[config.mk]
export PLATFORM = sky130hd
export DESIGN_NAME = fpu_xif_ctrl
export DESIGN_NICKNAME = d
export VERILOG_FILES = /design/src/rtl/fpu_xif_pkg.sv /design/src/rtl/fpu_xif_queue.sv /design/src/rtl/fpu_xif_ctrl.sv
export SDC_FILE = /design/constraint.sdc
export NUM_CORES = 1
export LEC_CHECK = 0
export CAP_MARGIN = 25
export CORE_MARGIN = 5
export CORE_UTILIZATION = 56
export CTS_CLUSTER_SIZE = 25
export DETAILED_ROUTE_END_ITERATION = 12
export GPL_ROUTABILITY_DRIVEN = 0
export MAX_ROUTING_LAYER = met4
export PLACE_DENSITY = 0.91
export SKIP_LAST_GASP = 1
export SLEW_MARGIN = 20
export SYNTH_ARGS = -nofsm -noshare
export SYNTH_HDL_FRONTEND = slang
export SYNTH_HIERARCHICAL = 1
export SYNTH_SLANG_ARGS = --single-unit
[constraint.sdc]
create_clock -name clk -period 2.9 [get_ports clk]
set_clock_uncertainty 0.2 [all_clocks]
set_input_delay 0.58 -clock clk [delete_from_list [all_inputs] [get_ports clk]]
set_output_delay 0.58 -clock clk [all_outputs]
set_load 0.1 [all_outputs]
[src/rtl/fpu_xif_pkg.sv]
// rtl/fpu_xif_pkg.sv - shared types and helpers for the XIF coprocessor sequencer
package fpu_xif_pkg;

  // Widest instruction ID the queue entry can carry; X_ID_WIDTH must not exceed it.
  localparam int unsigned XIF_ID_MAX = 16;

  typedef struct packed {
    logic                  valid;
    logic [XIF_ID_MAX-1:0] id;
    logic [31:0]           instr;
    logic                  wb;
    logic                  committed;
    logic                  killed;
  } xif_entry_t;

  typedef enum logic [1:0] {
    IDLE,
    DISPATCH,
    EXEC,
    RESULT
  } ctrl_state_e;

  // Pointer carries one extra wrap bit above the slot index.
  function automatic int unsigned ptr_width(input int unsigned depth);
    return $clog2(depth) + 1;
  endfunction

endpackage

[src/rtl/fpu_xif_queue.sv]
// rtl/fpu_xif_queue.sv - in-order instruction queue with commit/kill marking by ID
module fpu_xif_queue
  import fpu_xif_pkg::*;
#(
  parameter int unsigned X_ID_WIDTH  = 4,
  parameter int unsigned QUEUE_DEPTH = 4
) (
  input  logic                  clk_i,
  input  logic                  rst_ni,
  input  logic                  push_i,
  input  logic [X_ID_WIDTH-1:0] push_id_i,
  input  logic [31:0]           push_instr_i,
  input  logic                  push_wb_i,
  input  logic                  pop_i,
  input  logic                  commit_valid_i,
  input  logic [X_ID_WIDTH-1:0] commit_id_i,
  input  logic                  commit_kill_i,
  output logic                  full_o,
  output xif_entry_t            head_o
);

  localparam int unsigned PW = ptr_width(QUEUE_DEPTH);
  localparam int unsigned IW = PW - 1;

  xif_entry_t      ent_q [QUEUE_DEPTH];
  xif_entry_t      ent_d [QUEUE_DEPTH];
  xif_entry_t      push_ent;
  logic [PW-1:0]   head_q;
  logic [PW-1:0]   tail_q;
  logic [IW-1:0]   head_idx;
  logic [IW-1:0]   tail_idx;

  assign head_idx = head_q[IW-1:0];
  assign tail_idx = tail_q[IW-1:0];
  assign full_o   = (head_q[PW-1] != tail_q[PW-1]) && (head_idx == tail_idx);
  assign head_o   = ent_q[head_idx];

  // Next entry contents: mark matching unmarked entries, then retire the head, then append.
  always_comb begin
    ent_d    = ent_q;
    push_ent = '0;
    push_ent.valid                 = 1'b1;
    push_ent.id[X_ID_WIDTH-1:0]    = push_id_i;
    push_ent.instr                 = push_instr_i;
    push_ent.wb                    = push_wb_i;
    // A commit racing the issue of the same ID lands on the new entry directly.
    if (commit_valid_i && (push_id_i == commit_id_i)) begin
      push_ent.killed    = commit_kill_i;
      push_ent.committed = !commit_kill_i;
    end
    for (int i = 0; i < QUEUE_DEPTH; i++) begin
      if (commit_valid_i && ent_q[i].valid && !ent_q[i].committed && !ent_q[i].killed &&
          (ent_q[i].id[X_ID_WIDTH-1:0] == commit_id_i)) begin
        ent_d[i].killed    = commit_kill_i;
        ent_d[i].committed = !commit_kill_i;
      end
    end
    if (pop_i) begin
      ent_d[head_idx] = '0;
    end
    if (push_i) begin
      ent_d[tail_idx] = push_ent;
    end
  end

  // Storage and pointer registers; reset flushes every slot.
  always_ff @(posedge clk_i) begin
    if (!rst_ni) begin
      head_q <= '0;
      tail_q <= '0;
      for (int i = 0; i < QUEUE_DEPTH; i++) begin
        ent_q[i] <= '0;
      end
    end else begin
      ent_q <= ent_d;
      if (push_i) tail_q <= tail_q + PW'(1);
      if (pop_i)  head_q <= head_q + PW'(1);
    end
  end

endmodule

[src/rtl/fpu_xif_ctrl.sv]
// rtl/fpu_xif_ctrl.sv - XIF issue/commit/result sequencer in front of the FPU datapath
module fpu_xif_ctrl
  import fpu_xif_pkg::*;
#(
  parameter int unsigned X_ID_WIDTH  = 4,
  parameter int unsigned FLEN        = 32,
  parameter int unsigned QUEUE_DEPTH = 4
) (
  input  logic                  clk,
  input  logic                  rst_n,
  input  logic                  issue_valid,
  output logic                  issue_ready,
  input  logic [31:0]           issue_instr,
  input  logic [X_ID_WIDTH-1:0] issue_id,
  input  logic                  dec_accept,
  input  logic                  dec_writeback,
  output logic                  issue_resp_accept,
  output logic                  issue_resp_writeback,
  input  logic                  commit_valid,
  input  logic [X_ID_WIDTH-1:0] commit_id,
  input  logic                  commit_kill,
  output logic                  exec_valid,
  input  logic                  exec_ready,
  output logic [31:0]           exec_instr,
  output logic [X_ID_WIDTH-1:0] exec_id,
  input  logic                  exec_done,
  input  logic [FLEN-1:0]       exec_data,
  output logic                  result_valid,
  input  logic                  result_ready,
  output logic [X_ID_WIDTH-1:0] result_id,
  output logic [FLEN-1:0]       result_data,
  output logic                  result_we
);

  ctrl_state_e           state_q, state_d;
  xif_entry_t            head;
  logic                  full;
  logic                  push;
  logic                  pop;
  logic                  load_exec;
  logic                  load_result;
  logic [31:0]           exec_instr_q;
  logic [X_ID_WIDTH-1:0] exec_id_q;
  logic [X_ID_WIDTH-1:0] result_id_q;
  logic [FLEN-1:0]       result_data_q;
  logic                  result_we_q;
  logic                  unused_head_id;

  assign issue_ready          = !full;
  assign issue_resp_accept    = issue_valid & dec_accept;
  assign issue_resp_writeback = issue_valid & dec_accept & dec_writeback;
  assign push                 = issue_valid & issue_ready & dec_accept;
  assign unused_head_id       = ^head.id;

  fpu_xif_queue #(
    .X_ID_WIDTH (X_ID_WIDTH),
    .QUEUE_DEPTH(QUEUE_DEPTH)
  ) u_queue (
    .clk_i         (clk),
    .rst_ni        (rst_n),
    .push_i        (push),
    .push_id_i     (issue_id),
    .push_instr_i  (issue_instr),
    .push_wb_i     (dec_writeback),
    .pop_i         (pop),
    .commit_valid_i(commit_valid),
    .commit_id_i   (commit_id),
    .commit_kill_i (commit_kill),
    .full_o        (full),
    .head_o        (head)
  );

  // Sequencing: drop killed heads, run committed heads through dispatch/exec/result.
  always_comb begin
    state_d     = state_q;
    pop         = 1'b0;
    load_exec   = 1'b0;
    load_result = 1'b0;
    case (state_q)
      IDLE: begin
        if (head.valid && head.killed) begin
          pop = 1'b1;
        end else if (head.valid && head.committed) begin
          state_d   = DISPATCH;
          load_exec = 1'b1;
        end
      end
      DISPATCH: if (exec_ready) state_d = EXEC;
      EXEC: begin
        if (exec_done) begin
          state_d     = RESULT;
          load_result = 1'b1;
        end
      end
      RESULT: begin
        if (result_ready) begin
          pop     = 1'b1;
          state_d = IDLE;
        end
      end
      default: state_d = IDLE;
    endcase
  end

  // State and output registers; the result is tagged from the head, which stays put until popped.
  always_ff @(posedge clk) begin
    if (!rst_n) begin
      state_q       <= IDLE;
      exec_instr_q  <= '0;
      exec_id_q     <= '0;
      result_id_q   <= '0;
      result_data_q <= '0;
      result_we_q   <= 1'b0;
    end else begin
      state_q <= state_d;
      if (load_exec) begin
        exec_instr_q <= head.instr;
        exec_id_q    <= head.id[X_ID_WIDTH-1:0];
      end
      if (load_result) begin
        result_id_q   <= head.id[X_ID_WIDTH-1:0];
        result_data_q <= exec_data;
        result_we_q   <= head.wb;
      end
    end
  end

  assign exec_valid   = (state_q == DISPATCH);
  assign result_valid = (state_q == RESULT);
  assign exec_instr   = exec_instr_q;
  assign exec_id      = exec_id_q;
  assign result_id    = result_id_q;
  assign result_data  = result_data_q;
  assign result_we    = result_we_q;

endmodule

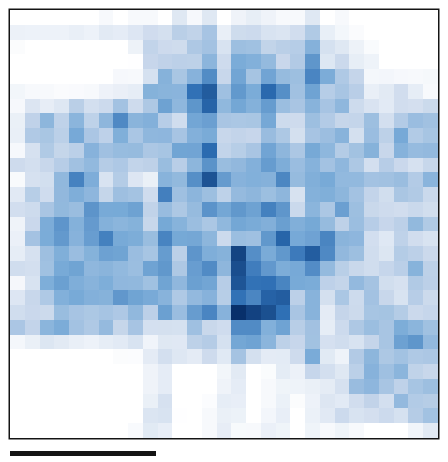
**Above:** wiring heat map.
Bar = 50 um. The die is cut into 29 by 29 equal tiles; white is low, dark blue is high, scaled to the fullest tile. Values are wire area over tile area, all layers added.
- mean over tiles: 0.21
- densest ninth of the die: middle
- fullest tile: 0.74
- tiles over half the peak: 13%
- emptiest ninth of the die: bottom left

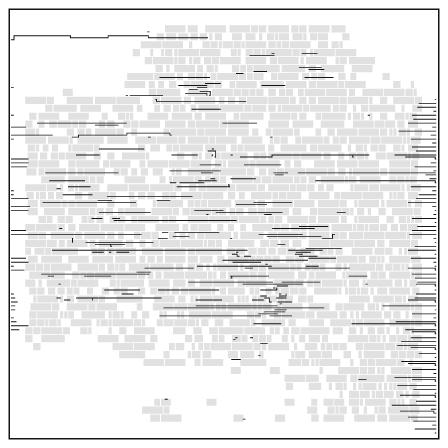
**Above:** M3 wires.
Cells faint in the background.
- longest straight run: 66.7 um
- nets with wire on the layer: 190
- main direction: horizontal
- wire length on this layer: 2290 um
- share of all routed wire: 8.4%
total wire length: 27200 um
Global Route met3 Usage: 3.82%
vias: 8355

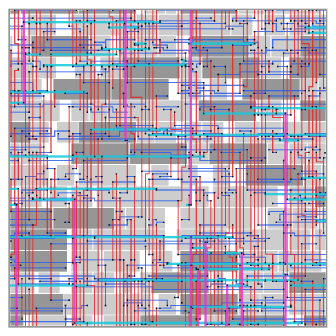
**Above:** zoomed window.
Region (53, 53) to (93, 93) um. Cells in gray, sequential cells in the stronger gray; small squares are vias.
- M2: red
- M1: blue
- M3: cyan
- M4: magenta
- netlist names of flops here include: u_queue/ent_q (24), u_queue/head_q (1)
- sequential cells in the window: 25
- cells with their middle in the window: 127
- most frequent: a22oi_1 (25), nor2b_1 (24), dfxtp_1 (24)

==> qor.yml <==
global_route:
  met1_usage_pct: 31.2
  overflow: 0
  antenna_found_initial: 0
  grt_pass1_vias: 8468
  grt_max_degree: 165
  grt.total_usage_pct: 25.1
  top_usage_layer: "met2"
logic_synthesis:
  syn_avg_cell_area_um2: 10.1
  yosysWarnings: 6
  synthesis.area_mm2: 0.0104
  syn_inst: 1029
drt:
  dr.pass1.iters: 6
  ant_nets: 0
  wl_per_cell_um: 19.5
  drc_errors: 0
  drt_iter0_drc: 744
pwr:
  power_switching_mw: 1.53
  p_total_mw: 6.91
  cellPowerDensity_mw_per_mm2: 546
  p_comb_share_pct: 7.4
  ir_drop_v: 0.000468
  p_sw_share_pct: 22.2
  intPower_mw: 5.38
  p_seq_share_pct: 49.0
sta:
  min_period_over_period_pct: 96.6
  hold_slack_ps: 252
  rsz0062_at_grt: "no"
  clock.fmax_mhz: 357
  period_needed_ps: 2800
  layout_setup_ws_ps: 98.5
  drv_slew: 0
  worstMarginPinSlew_ps: 972
placed_design:
  io_buffers: 159
  placed_cells: 1351
  pre_cts_ws_ps: -115
clock_tree:
  clock-sinks: 241
  ctsHoldBuffers: 0
  cts_tree: "done"
  h-tree-depth: 1
  post_cts_buffers: 0
  cts.repair.resized: 0
  clkSlewWorstSetupHoldPaths_ps: 60
  clock_path_buffers: 3
  cts_buffers: 24
final_layout:
  fillers: 1312
  post-route-util_pct: 68.3
  area_growth_pct: 21.2
  fin_cells: 1394
  fin_nets: 1238
  n_antenna_cell: 0
floorplan:
  io_pins: 160
  fp_util_pct: 56.4
  design.core.area_mm2: 0.0185
  rows: 50
  die_h_um: 147
  chipArea_mm2: 0.0215
setup_path:
  crit_required_ps: 3130
hold_path:
  hold_class: "reg -> reg"
flow_run:
  warning_count: 38
status:
  status: "completed"
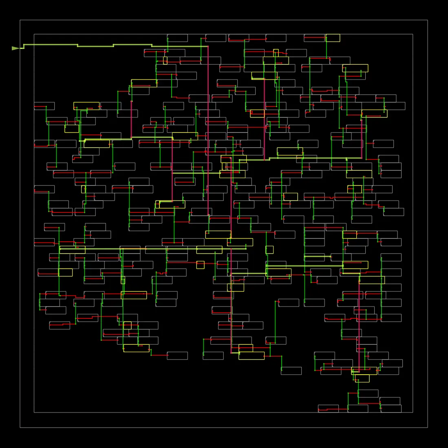
**Above:** clock nets.
insertion delay at the late pin of the worst-skew pair: 510 ps
P_clk: 3.02 mW

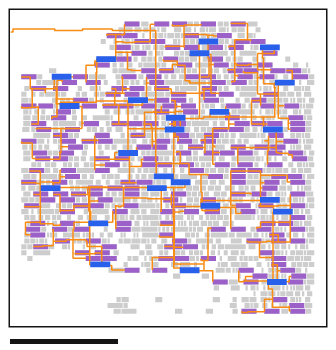
**Above:** clock distribution.
Bar = 50 um.
- flip-flops: purple (count 241)
- clock-net drivers: blue (count 24)
- clock wires: orange (length 2530 um)
- routed clock nets: 25

==> cell usage in the layout, fill, tap and decap left out, types with 7 or more instances in the layout <==
cell and instances:
a21boi_1 30, nand2_1 161, xor2_1 11, ha_1 13, dfxtp_1 239, nand3_1 10, a22oi_1 148, buf_4 96
nor2b_1 158, clkbuf_8 9, mux4_2 40, xnor2_1 16, inv_1 7, and2_1 9, clkdlybuf4s50_1 80, a21boi_0 43
clkbuf_16 24
==> sequential cells by signal, indices dropped and copies added (netlist names) <==
name and flops:
result_id 4, result_data 32, exec_instr 32, u_queue/tail_q 3, result_we 1, u_queue/head_q 3
exec_id 4, state_q 2, u_queue/ent_q 160
==> per-layer routing <==
layer / part of all wire [%] / up-vias
met5: 0 / -
met4: 2.5 / 0
met3: 8.4 / 60
met2: 49 / 403
met1: 40 / 4069
li1: - / 3823
==> power groups by stage <==
stage | sequential (mW) | clock (mW) | combinational, mW
after floorplan | 3.45 | 0 | 0.294
after global placement | 3.46 | 0 | 0.492
after detailed placement | 3.46 | 0 | 0.501
after CTS | 3.39 | 3.06 | 0.506
after global routing | 3.39 | 3.20 | 0.543
final | 3.39 | 3.02 | 0.511
==> through the flow <==
step	TNS [ps]	cell area (um^2)
2_1_floorplan	0	10400
3_3_place_gp	0	11900
3_5_place_dp	-2900	11900
4_1_cts	0	12700
5_1_grt	0	12700
6_report	0	12700
==> worst max-delay path, stage by stage, from the launching register on <==
cell	delay (ps)
dfxtp_2	540
buf_4	540
inv_1	150
ha_1	270
a22oi_4	450
buf_4	280
a22oi_1	100
nor2b_1	190
==> path summary, 6_finish.rpt <==
path / startpoint / to / slack, ps / cells after the start
worst max-delay path: u_queue/head_q[1] / u_queue/ent_q[171] / 100 / 7
worst min-delay path: exec_instr[30] / exec_instr[30] / 250 / 2
worst max register to register: u_queue/head_q[1] / u_queue/ent_q[171] / 100 / 7
worst min register to register: exec_instr[30] / exec_instr[30] / 250 / 2
==> layout make-up <==
type,instances,area [um^2],share of cell area [%]
multi-input combinational,688,5100,40.3
sequential,241,4830,38.2
timing repair buffer,181,1620,12.8
clock buffer,38,743,5.87
tap,234,293,2.31
clock inverter,5,43.8,0.346
inverter,7,26.3,0.208
No activity file was given, so power comes from the tool's default toggle rates.
